==> config.mk <==
export PLATFORM = sky130hd
export DESIGN_NAME = dual_slope_pwm_flat
export DESIGN_NICKNAME = d
export VERILOG_FILES = /design/src/rtl/dual_slope_pwm_if.sv /design/src/rtl/dual_slope_pwm.sv /design/src/flat_wrapper.sv
export SDC_FILE = /design/constraint.sdc
export NUM_CORES = 1
export LEC_CHECK = 0
export ABC_AREA = 1
export ABC_CLOCK_PERIOD_IN_PS = 2800
export CAP_MARGIN = 15
export CORE_MARGIN = 5
export CORE_UTILIZATION = 58
export DETAILED_ROUTE_END_ITERATION = 10
export PLACE_DENSITY = 0.84
export SLEW_MARGIN = 20
export SYNTH_ARGS = -nofsm -noshare
export SYNTH_HDL_FRONTEND = slang
export SYNTH_SLANG_ARGS = --single-unit
==> constraint.sdc <==
create_clock -name clk -period 2.8 [get_ports clk]
set_input_delay 0.56 -clock clk [delete_from_list [all_inputs] [get_ports clk]]
set_output_delay 0.56 -clock clk [all_outputs]
set_load 0.01 [all_outputs]
==> src/rtl/dual_slope_pwm_if.sv <==
// Output bundle of the center-aligned PWM generator: the PWM waveform plus
// the debug view of the ramp (current counter value and slope direction).
interface dual_slope_pwm_if #(
    parameter int unsigned RESOLUTION = 10
);
    logic                  PWM_out;
    logic [RESOLUTION-1:0] counter;
    logic                  direction;

    // Generator side drives everything.
    modport master (
        output PWM_out,
        output counter,
        output direction
    );

    // Consumer side (drive stage, debug monitor) only observes.
    modport slave (
        input PWM_out,
        input counter,
        input direction
    );
endinterface

==> src/rtl/dual_slope_pwm.sv <==
// Free-running, center-aligned (dual-slope) PWM generator.
// A RESOLUTION-bit counter ramps 0 -> MAX -> 0; PWM_out is high while the
// counter is below DUTY. Period is 2*MAX clocks with a single-cycle dwell
// at both the peak and the valley.
module dual_slope_pwm #(
    parameter int unsigned RESOLUTION = 10,
    parameter int unsigned DUTY       = 256
) (
    input  logic             clk,
    input  logic             rst,
    dual_slope_pwm_if.master pwm_bus
);
    localparam logic [RESOLUTION-1:0] CNT_MAX  = '1;
    localparam logic [RESOLUTION-1:0] CNT_ZERO = '0;
    localparam logic [RESOLUTION-1:0] CNT_ONE  = RESOLUTION'(1);
    // Threshold is one bit wider than the counter so DUTY = 2**RESOLUTION
    // (always high) is representable.
    localparam logic [RESOLUTION:0]   DUTY_CMP = (RESOLUTION + 1)'(DUTY);

    // Slope state: the direction of the step that follows the current value.
    typedef enum logic {
        DIR_DOWN = 1'b0,
        DIR_UP   = 1'b1
    } dir_e;

    dir_e                  dir_q, dir_d;
    logic [RESOLUTION-1:0] cnt_q, cnt_d;
    logic                  pwm_q, pwm_d;

    // Next-state: step the ramp, flip direction on the extremes, and compare
    // the value being loaded so PWM_out lines up with the counter it reflects.
    always_comb begin
        // NOTE: every combinational output gets a default first so no path
        // leaves it unassigned and a latch cannot be inferred.
        cnt_d = cnt_q;
        dir_d = dir_q;
        pwm_d = 1'b0;

        // Guards at the extremes keep the ramp saturating rather than wrapping,
        // even if the direction register were ever out of step.
        unique case (dir_q)
            DIR_UP:   cnt_d = (cnt_q == CNT_MAX)  ? cnt_q - CNT_ONE : cnt_q + CNT_ONE;
            DIR_DOWN: cnt_d = (cnt_q == CNT_ZERO) ? cnt_q + CNT_ONE : cnt_q - CNT_ONE;
            default:  cnt_d = CNT_ZERO;
        endcase

        if (cnt_d == CNT_MAX) begin
            dir_d = DIR_DOWN;
        end else if (cnt_d == CNT_ZERO) begin
            dir_d = DIR_UP;
        end

        pwm_d = ({1'b0, cnt_d} < DUTY_CMP);
    end

    // State register: async clear to the valley, counting up, output low.
    always_ff @(posedge clk or posedge rst) begin
        // NOTE: sequential state uses non-blocking assignments so every
        // register samples the values from before this edge.
        if (rst) begin
            cnt_q <= CNT_ZERO;
            dir_q <= DIR_UP;
            pwm_q <= 1'b0;
        end else begin
            cnt_q <= cnt_d;
            dir_q <= dir_d;
            pwm_q <= pwm_d;
        end
    end

    assign pwm_bus.PWM_out   = pwm_q;
    assign pwm_bus.counter   = cnt_q;
    assign pwm_bus.direction = (dir_q == DIR_UP);
endmodule

==> src/flat_wrapper.sv <==
// flat-port wrapper written by rule: the top's interface ports become plain ports
module dual_slope_pwm_flat 
#(
    parameter int unsigned RESOLUTION = 10,
    parameter int unsigned DUTY       = 256
)
  (clk, rst, pwm_bus_PWM_out, pwm_bus_counter, pwm_bus_direction);
  dual_slope_pwm_if #(.RESOLUTION(RESOLUTION)) pwm_bus_i ();
  input  logic clk;
  input  logic rst;
  output wire logic [$bits(pwm_bus_i.PWM_out)-1:0] pwm_bus_PWM_out;
  output wire logic [$bits(pwm_bus_i.counter)-1:0] pwm_bus_counter;
  output wire logic [$bits(pwm_bus_i.direction)-1:0] pwm_bus_direction;
  assign pwm_bus_PWM_out = pwm_bus_i.PWM_out;
  assign pwm_bus_counter = pwm_bus_i.counter;
  assign pwm_bus_direction = pwm_bus_i.direction;
  dual_slope_pwm #(.RESOLUTION(RESOLUTION), .DUTY(DUTY)) u_core (.clk(clk), .rst(rst), .pwm_bus(pwm_bus_i));
endmodule
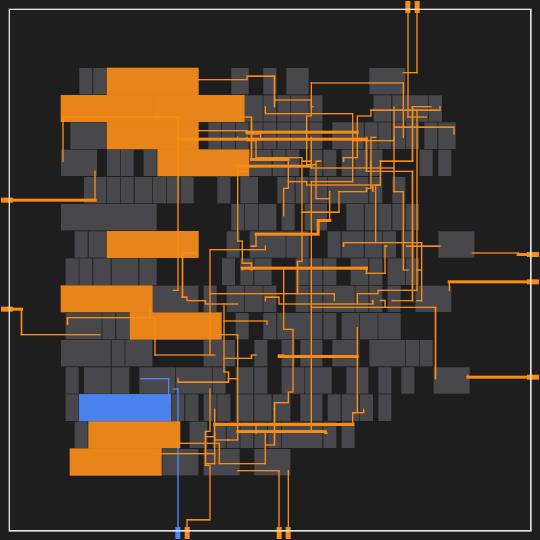
*Nets reached from selected ports*
(10 px per um)
[pwm_bus_PWM_out] blue | bits: 1 | direction: output | edge: south | end cells: 1 | buffers: 1 | wire: 19.4 um
[pwm_bus_counter] orange | bits: 10 | direction: output | edge: 3 south, 3 east, 2 west, 2 north | end cells: 10 | buffers: 10 | wire: 736 um
port bufs: 13
# IOs: 14

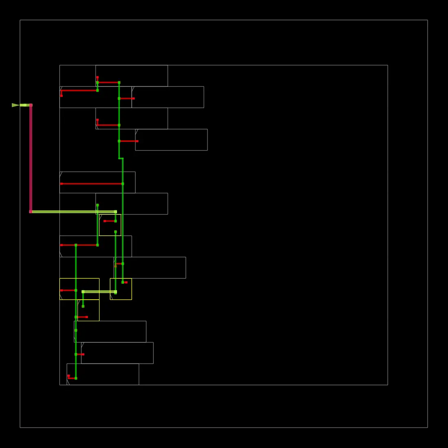
*Clock wiring as the flow saved it*
Clock Skews: 8.11 ps
clk_lat worst skew: 260 ps
Flops: 12
CTS sink count: 12

==> results_dict.tcl <==
# collected from the flow reports
set metrics [dict create \
    worstPathCellList "clkdlybuf4s50_1" \
    status "finished clean" \
    comb_cells 131 \
    synth_nets 169 \
    top_usage_layer "met2" \
    vias 1132 \
    utilization_pct 70.2 \
    core_um2 1710 \
    drt_pass1_iterations 4 \
    logic_area_um2 624 \
    rr_endpoint "u_core.pwm_bus.direction" \
    synth.cell_area_um2 1020 \
    taps 25 \
    r2r_start "u_core.pwm_bus.counter[1]" \
    clkPwrFrac_pct 42.7 \
    ys_seq_share_pct 29.5 \
    dominant_cells "logic gates" \
    cp-startpoint "u_core.pwm_bus.direction" \
    tool_warnings 27 \
    final_antenna_net_count 0 \
    grtUsageMet1_pct 29.8 \
    reg2reg_depth 12 \
    avgRoutedWirePerCell_um 13.8 \
    grt_pass1_vias 1025 \
    p_seq_share_pct 55.8 \
    cts-buffers-inserted 3 \
    critPathMaxFanout 9 \
    cap_viol_max_count 0 \
    fin_setup_tns_ps 0 \
    routed_wl_mm 2.82 \
    simple_gate_share_pct 51.8 \
    drtIter0Drc 60 \
    clock_area_share_pct 3.03 \
    groute.layer.met3.usage_pct 3.44 \
    die_area_um2 2700 \
]
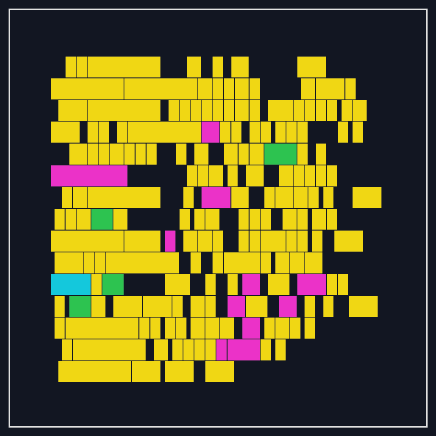
*Sizing map*
(8 px per um)
[drive 6 and up] cyan | cells: 1 | share: 0.56%
[drive 2] magenta | cells: 11 | share: 6.1%
[drive 3 to 4] green | cells: 4 | share: 2.2%
[drive 1 or less] yellow | cells: 164 | share: 91%
design area: 1200 um2
Setup WS post-layout: 718 ps
Syn-to-layout area delta: 17.1%
non-clock buffer count: 13

